Design tune_sequencer, sky130hd; sources not shown.
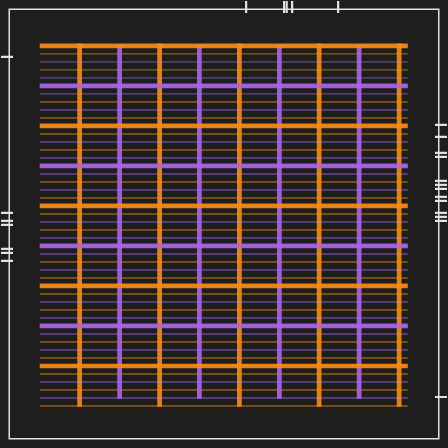
Run 1: floorplan with the power grid
Pins as bars on the die edge.
VSS -> orange
VDD -> purple
signal pins = 25
met1 rails = 46
met4 straps = 9
met5 straps = 9
Die Ht: 145 microns
Die X: 145 microns
Peak VDD IR: 490 uV
core box area: 15300 sq um

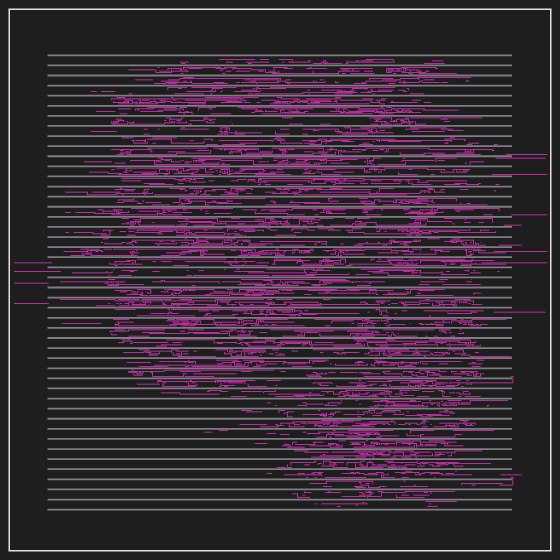
Run 1: M1 wires
Supply wires on this layer in gray.
nets with wire on the layer = 868
wire length on this layer = 8360 microns
met1 usage: 22.7%
final WL: 17300 microns

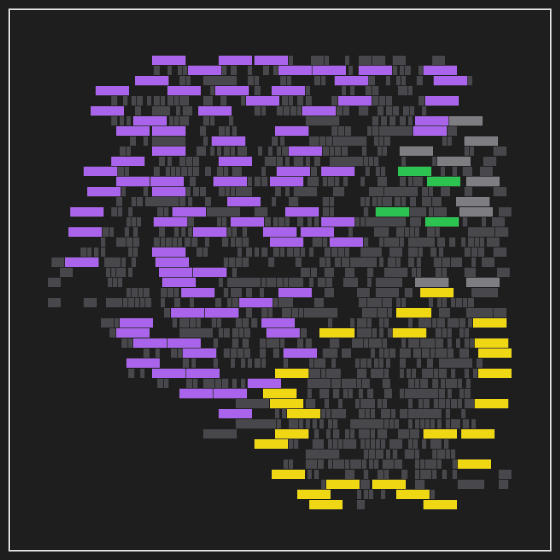
Run 1: register map, names as in the netlist
Other sequential cells in the stronger gray, the rest of the logic in the fainter gray.
pat -> purple  # flops 80
tick_q -> yellow  # flops 25
step_idx -> green  # flops 4
not colored = 9
final core occ: 51.1%
sequential power: 0.00262 W
FF+latch area: 2960 sq um
Seq area share: 37.8%

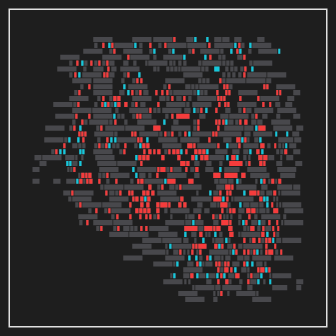
Run 1: selected gate families
inverters -> cyan  # cells 104
NAND gates -> red  # cells 307
Comb/total area: 38.2%
highest-count logic cell in the final layout: nand2_1
fin cells: 1111

==> results.yml, run 1 <==
# synthesis and place-and-route metrics
critical_path:
  r2r_cells: 13
  critPathTopFamily: "simple AND/OR/NAND/NOR gates"
  path_class: "register to register"
  worst-path-buf-inv: 1
  end_kind: "register"
  path_max_fanout: 29
  crit_chain: "ha_4, nand2_4, nor2_4, nand2_4, nor2_4, nand3_4, buf_12, o211ai_1, nand3_1, o21ai_1, nand2_1, nand2_1, nand2_1"
  cpPeakStageDelay_ns: 0.41
  start_kind: "register"
  cp.depth: 13
  crit_required_ns: 2.56
  slowest_stage: "dfrtp_1"
  rrSetupSlack_ns: 0.08
  worstPathArrival_ns: 2.48
finish:
  combGateArea_sq_um: 2990
  area_growth_pct: 24.2
  largest_register_ffs: 80
  drive_above_1_share_pct: 14.9
  n_antenna_cell: 0
  nNetsFinal: 904
  nFillCells: 1498
  finalInstanceArea_sq_um: 7820
placed_design:
  io_buffers: 24
  place_inst: 1064
  dpl_cell_area_sq_um: 6950
  hpwl_microns: 12000
  gp_congestion: 0.897
hold_path:
  hp-class: "register to register"
  whs_path_depth: 2
logic_synthesis:
  synthesis.area_sq_um: 6300
  muxShareOfSynthArea_pct: 0
  logic_family: "simple AND/OR/NAND/NOR gates"
  top_cell_area_share_pct: 46.9
  syn_nets: 835
  postSynthSeqShare_pct: 46.9
  syn_inst: 818
  fa_ha_area_share_pct: 0.397
  synthDistinctLibCells: 36
  yosys_warnings: 0
  yosys.area_share.simple_pct: 30.4
  synth_flops: 118
  synth_chip_area_sq_um: 6300
  area_leaders: "dfrtp_1 47%, nand2_1 13%, o21ai_0 7.5%"
  ys_cells: 818
  syn_area_per_cell_sq_um: 7.70
  xor_area_share_pct: 2.36
  synth_top_cell_by_area: "dfrtp_1"
  synthAoiAreaFrac_pct: 11.9
die:
  num_rows: 45
  die_area_sq_um: 21200
  fp-utilization_pct: 41.1
  ios: 25
timing:
  fin_crit_ns: 2.17
  rsz0062_at_grt: "yes"
  worst_pin_slew_ns: 0.611
  tns_ns: 0
  hold_viol_final: 0
  fin_skew_ns: 0.00694
  relSlewSlack_pct: 59.2
  fmax_mhz: 461
  setup_viol: 0
  fin_crit_sh_pct: 96.4
  slew_violations: 0
  holdWs_ns: 0.477
detailed_routing:
  wl_per_cell_microns: 15.6
  routed-via-count: 5628
  first_iter_violations: 508
  remaining_drc_errors: 0
  firstDrtPassIters: 5
  via_per_inst: 5.07
  drtAntennaViolNets: 0
clocking:
  clkTransAtPathRegs_ns: 0.06
  cts_resized: 0
  cts.sinks: 118
  clockBufferDepth: 2
  cts_setup_buffers: 0
  holdBufCountCts: 1
  cts_root_buf: "clkbuf_16"
  numCtsBuffers: 17
  cts_tree: "yes"
  h-tree-depth: 4
  clock_latency_ns: 0.42
global_route:
  gr-usage-all-layers_pct: 16.1
  grt_pass1_wl_microns: 27800
  busiest_layer: "met2"
  antenna_found_initial: 0
  grt_overflow: 0
  grt_util_met3_pct: 4.10
  grt_pass1_vias: 5346
  grt_max_degree: 58
  grtUsageMet2_pct: 23.0
power:
  internal_power_w: 0.00439
  switchingPower_w: 0.00164
  pg_comb_w: 0.000705
  swShare_pct: 27.2
  power_density_nw_per_um2: 771
  clock_power_share_pct: 44.9
  powerClk_w: 0.00271
  seqPwrFrac_pct: 43.4
  pwr-share-comb_pct: 11.7
  maxPowerGroup: "the clock network"
  power.leakage_nw: 3.57
run:
  cap_violations: 0
  warning_count: 27
outcome:
  status: "completed"
-- run 1: metal layers --
metal	vias up	share of wire [%]
met4	0	2.1
met1	2669	48
met3	28	5.5
met2	148	44
met5	-	0
li1	2783	-
-- run 1: cell usage in the layout, fill, tap and decap left out, types with 12 or more instances in the layout --
master,count
nand2_1,208
dfrtp_1,116
inv_1,98
o21ai_0,93
nor2_1,71
nand3_1,61
buf_4,34
a21oi_1,24
clkdlybuf4s50_1,23
clkbuf_16,18
xor2_1,17
nor3_1,14
o21ai_1,12
-- run 1: through the flow --
step	worst slack (ns)	total power [W]
finish	0.0813	0.00603
global placement	0.0291	0.00332
global route	-0.0447	0.00629
CTS	0.0725	0.00605
floorplan	0.178	0.00305
detailed placement	-0.00812	0.00334
-- run 1: cells by family (layout without fill, tap and decap cells) --
kind of cell             Yosys count  after routing
buffers and inverters            122            201
adder cells (fa/ha/maj)            2              2
AND/OR/NAND/NOR                  416            419
flip-flops                       118            118
AND-OR/OR-AND                    143            143
XOR/XNOR                          17             17
-- run 1: cell usage after synthesis, drive strengths merged --
library cell and n:
nand2 220, o22ai 1, nand3b 7, inv 102, nor3b 1, nor4 2
nand4 8, ha 2, xor2 17, dfrtp 118, buf 9, o21ai 107
clkinv 2, o31ai 1, clkbuf 9, nor2 89, or2 1, o211ai 8
nand3 70, a21oi 26, nor3 18
-- run 1: area by class of cell --
| class | instances | share of cell area (%) |
|---|---|---|
| inverters | 104 | 5.04 |
| well taps | 211 | 3.37 |
| repair buffers | 65 | 8.08 |
| clock inverters | 14 | 1.94 |
| clock buffers | 18 | 5.61 |
| multi-input cells | 581 | 38.2 |
| flip-flops and latches | 118 | 37.8 |
==> inputs of run 2 (changes only) <==
- SLEW_MARGIN: 10 -> default
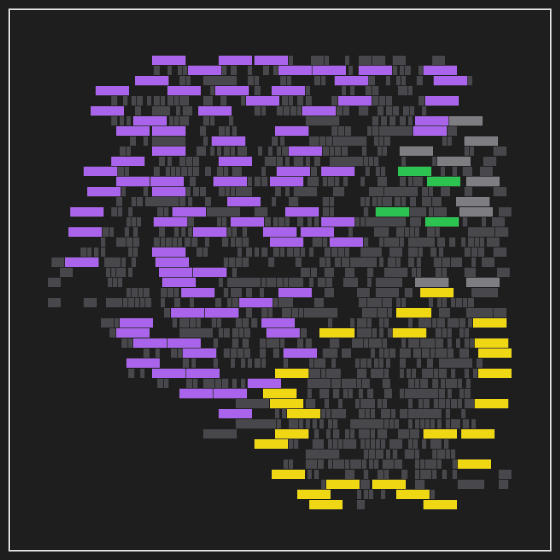
Run 2: register map, names as in the netlist
Other sequential cells in the stronger gray, the rest of the logic in the fainter gray.
pat -> purple  # flops 80
tick_q -> yellow  # flops 25
step_idx -> green  # flops 4
not colored = 9

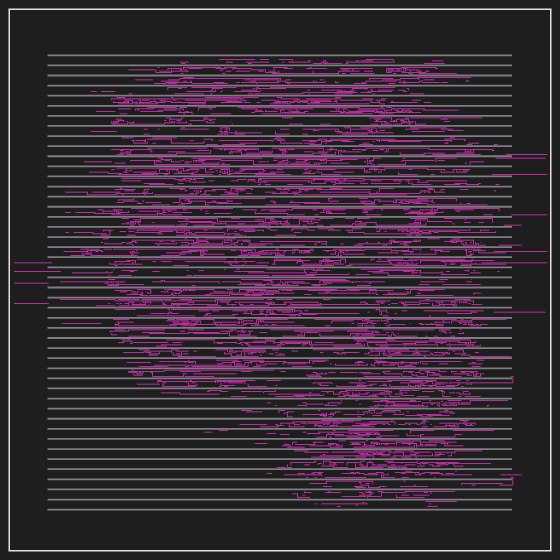
Run 2: M1 wires
Supply wires on this layer in gray.
share of all routed wire = 48%
longest straight run = 38.2 microns
wire length on this layer = 8360 microns
vias: 5628

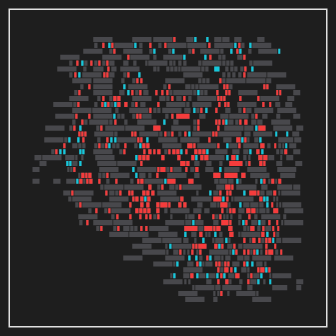
Run 2: selected gate families
NAND gates -> red  # cells 307
inverters -> cyan  # cells 104

==> run 2 against run 1 <==
First-iteration DRC count did not move; sequential power about the same; non-clock buffer count stayed put; count of clock-buffer cells in the layout did not move; final cell count did not move; power did not move; via count unchanged; clock skew did not move; fmax unchanged; global-route usage did not move; clock power hardly changed; critical path type unchanged.
==> results.yml, run 2 <==
# synthesis and place-and-route metrics
outcome:
  status: "completed"
placed_design:
  place_inst: 1064
  gp_congestion: 0.897
  io_buffers: 24
  place_ws_ns: -0.00812
  hpwl_microns: 12000
  dpl_cell_area_sq_um: 6950
finish:
  stdcell_count: 1111
  nFillCells: 1498
  area_growth_pct: 24.2
  register_area_sq_um: 2960
  lay_top_count: "nand2_1"
  drive_above_1_share_pct: 14.9
  final_cell_mix: "208 x nand2_1, 116 x dfrtp_1, 98 x inv_1"
  largest_register_ffs: 80
  combGateArea_sq_um: 2990
  nNetsFinal: 904
  n_antenna_cell: 0
  fin_util_pct: 51.1
  finalInstanceArea_sq_um: 7820
logic_synthesis:
  synthDistinctLibCells: 36
  muxShareOfSynthArea_pct: 0
  yosys.area_share.simple_pct: 30.4
  synthAoiAreaFrac_pct: 11.9
  top_cells_by_count: "212 x nand2_1, 118 x dfrtp_1, 98 x inv_1"
  top_cell: "nand2_1"
  synthesis.area_sq_um: 6300
  synth_top_cell_by_area: "dfrtp_1"
  area_leaders: "dfrtp_1 47%, nand2_1 13%, o21ai_0 7.5%"
  syn_nets: 835
  fa_ha_area_share_pct: 0.397
  postSynthSeqShare_pct: 46.9
  syn_inst: 818
  synth_flops: 118
  async_flop_share_pct: 100
  synth_chip_area_sq_um: 6300
  ys_cells: 818
  edf_count: 0
  yosys_warnings: 0
  logic_family: "simple AND/OR/NAND/NOR gates"
  flop_cell: "dfrtp_1"
  xor_area_share_pct: 2.36
  top_cell_area_share_pct: 46.9
  syn_area_per_cell_sq_um: 7.70
timing:
  fin_crit_ns: 2.17
  relSlewSlack_pct: 59.2
  worst_pin_slew_ns: 0.611
  worst_slack_ns: 0.0813
  hold_viol_final: 0
  rsz0062_at_grt: "yes"
  fmax_mhz: 461
  fin_skew_ns: 0.00694
  setup_viol: 0
  tns_ns: 0
  holdWs_ns: 0.477
  fin_crit_sh_pct: 96.4
  slew_violations: 0
global_route:
  grt_overflow: 0
  grt_pass1_wl_microns: 27800
  grtUsageMet2_pct: 23.0
  use_met1_pct: 22.7
  grt_util_met3_pct: 4.10
  gr-usage-all-layers_pct: 16.1
  grt_max_degree: 58
  antenna_found_initial: 0
  busiest_layer: "met2"
  grt_pass1_vias: 5346
clocking:
  clockBufferDepth: 2
  cts.sinks: 118
  clkTransAtPathRegs_ns: 0.06
  cts_tree: "yes"
  cts_root_buf: "clkbuf_16"
  h-tree-depth: 4
  clock_latency_ns: 0.42
  numCtsBuffers: 17
detailed_routing:
  firstDrtPassIters: 5
  drtAntennaViolNets: 0
  wl_per_cell_microns: 15.6
  first_iter_violations: 508
  remaining_drc_errors: 0
  routed_wl_microns: 17300
  via_per_inst: 5.07
hold_path:
  hp-class: "register to register"
  whs_path_depth: 2
run:
  cap_violations: 0
  warning_count: 27
power:
  peakVddDrop_uv: 490
  p_total_w: 0.00603
  power.leakage_nw: 3.57
  power_density_nw_per_um2: 771
die:
  die.size.x_microns: 145
  ios: 25
  fp-utilization_pct: 41.1
  num_rows: 45
  core-area_sq_um: 15300
  die_area_sq_um: 21200
  die_h_microns: 145
critical_path:
  cp_common_cell: "nand2_1"
  path_max_fanout: 29
  cpPeakStageDelay_ns: 0.41
  path_class: "register to register"
  start_kind: "register"
  crit_required_ns: 2.56
  r2r_cells: 13
  rrSetupSlack_ns: 0.08
  worstPathArrival_ns: 2.48
  end_kind: "register"
  slowest_stage: "dfrtp_1"
  crit_chain: "ha_4, nand2_4, nor2_4, nand2_4, nor2_4, nand3_4, buf_12, o211ai_1, nand3_1, o21ai_1, nand2_1, nand2_1, nand2_1"
[run 2: worst max-delay path, delay by kind of cell (launching register included)]
family | cells | cell delay (ns)
and+or+nand+nor | 9 | 0.87
DFF | 1 | 0.41
AOI/OAI and AO/OA | 2 | 0.36
adders and majority gates | 1 | 0.20
buffers and inverters | 1 | 0.19
[run 2: cells by family (layout without fill, tap and decap cells)]
| group | after synthesis | after routing |
|---|---|---|
| xor+xnor | 17 | 17 |
| buf+inv | 122 | 201 |
| flops | 118 | 118 |
| simple gates | 416 | 419 |
| compound gates | 143 | 143 |
| fa+ha+maj | 2 | 2 |
[run 2: layer usage]
| layer | share of wire, % | routed length, microns |
|---|---|---|
| met5 | 0 | 0 |
| met4 | 2.1 | 358 |
| met3 | 5.5 | 952 |
| met2 | 44 | 7610 |
| met1 | 48 | 8360 |
[run 2: final cells by class]
type	instances	area share [%]
Clock inverter	14	1.94
Inverter	104	5.04
Timing Repair Buffer	65	8.08
Tap cell	211	3.37
Clock buffer	18	5.61
Sequential cell	118	37.8
Multi-Input combinational cell	581	38.2
[run 2: repair_timing]
item / CTS / global route
setup endpoints to repair: 1 / 6
hold endpoints to repair: 26 / 0
resized: 0 / 36
setup buffers: 0 / 9
hold buffers: 1 / 0
cloned: 1 / 4
pin swaps: 0 / 10
[run 2: report_power, final]
part	total, W	switching [W]	internal, W
Sequential	0.00262	0.000177	0.00244
Clock	0.00271	0.00104	0.00167
Combinational	0.000705	0.000421	0.000284
Power figures rest on the tool's default switching activity, not on a simulated workload.
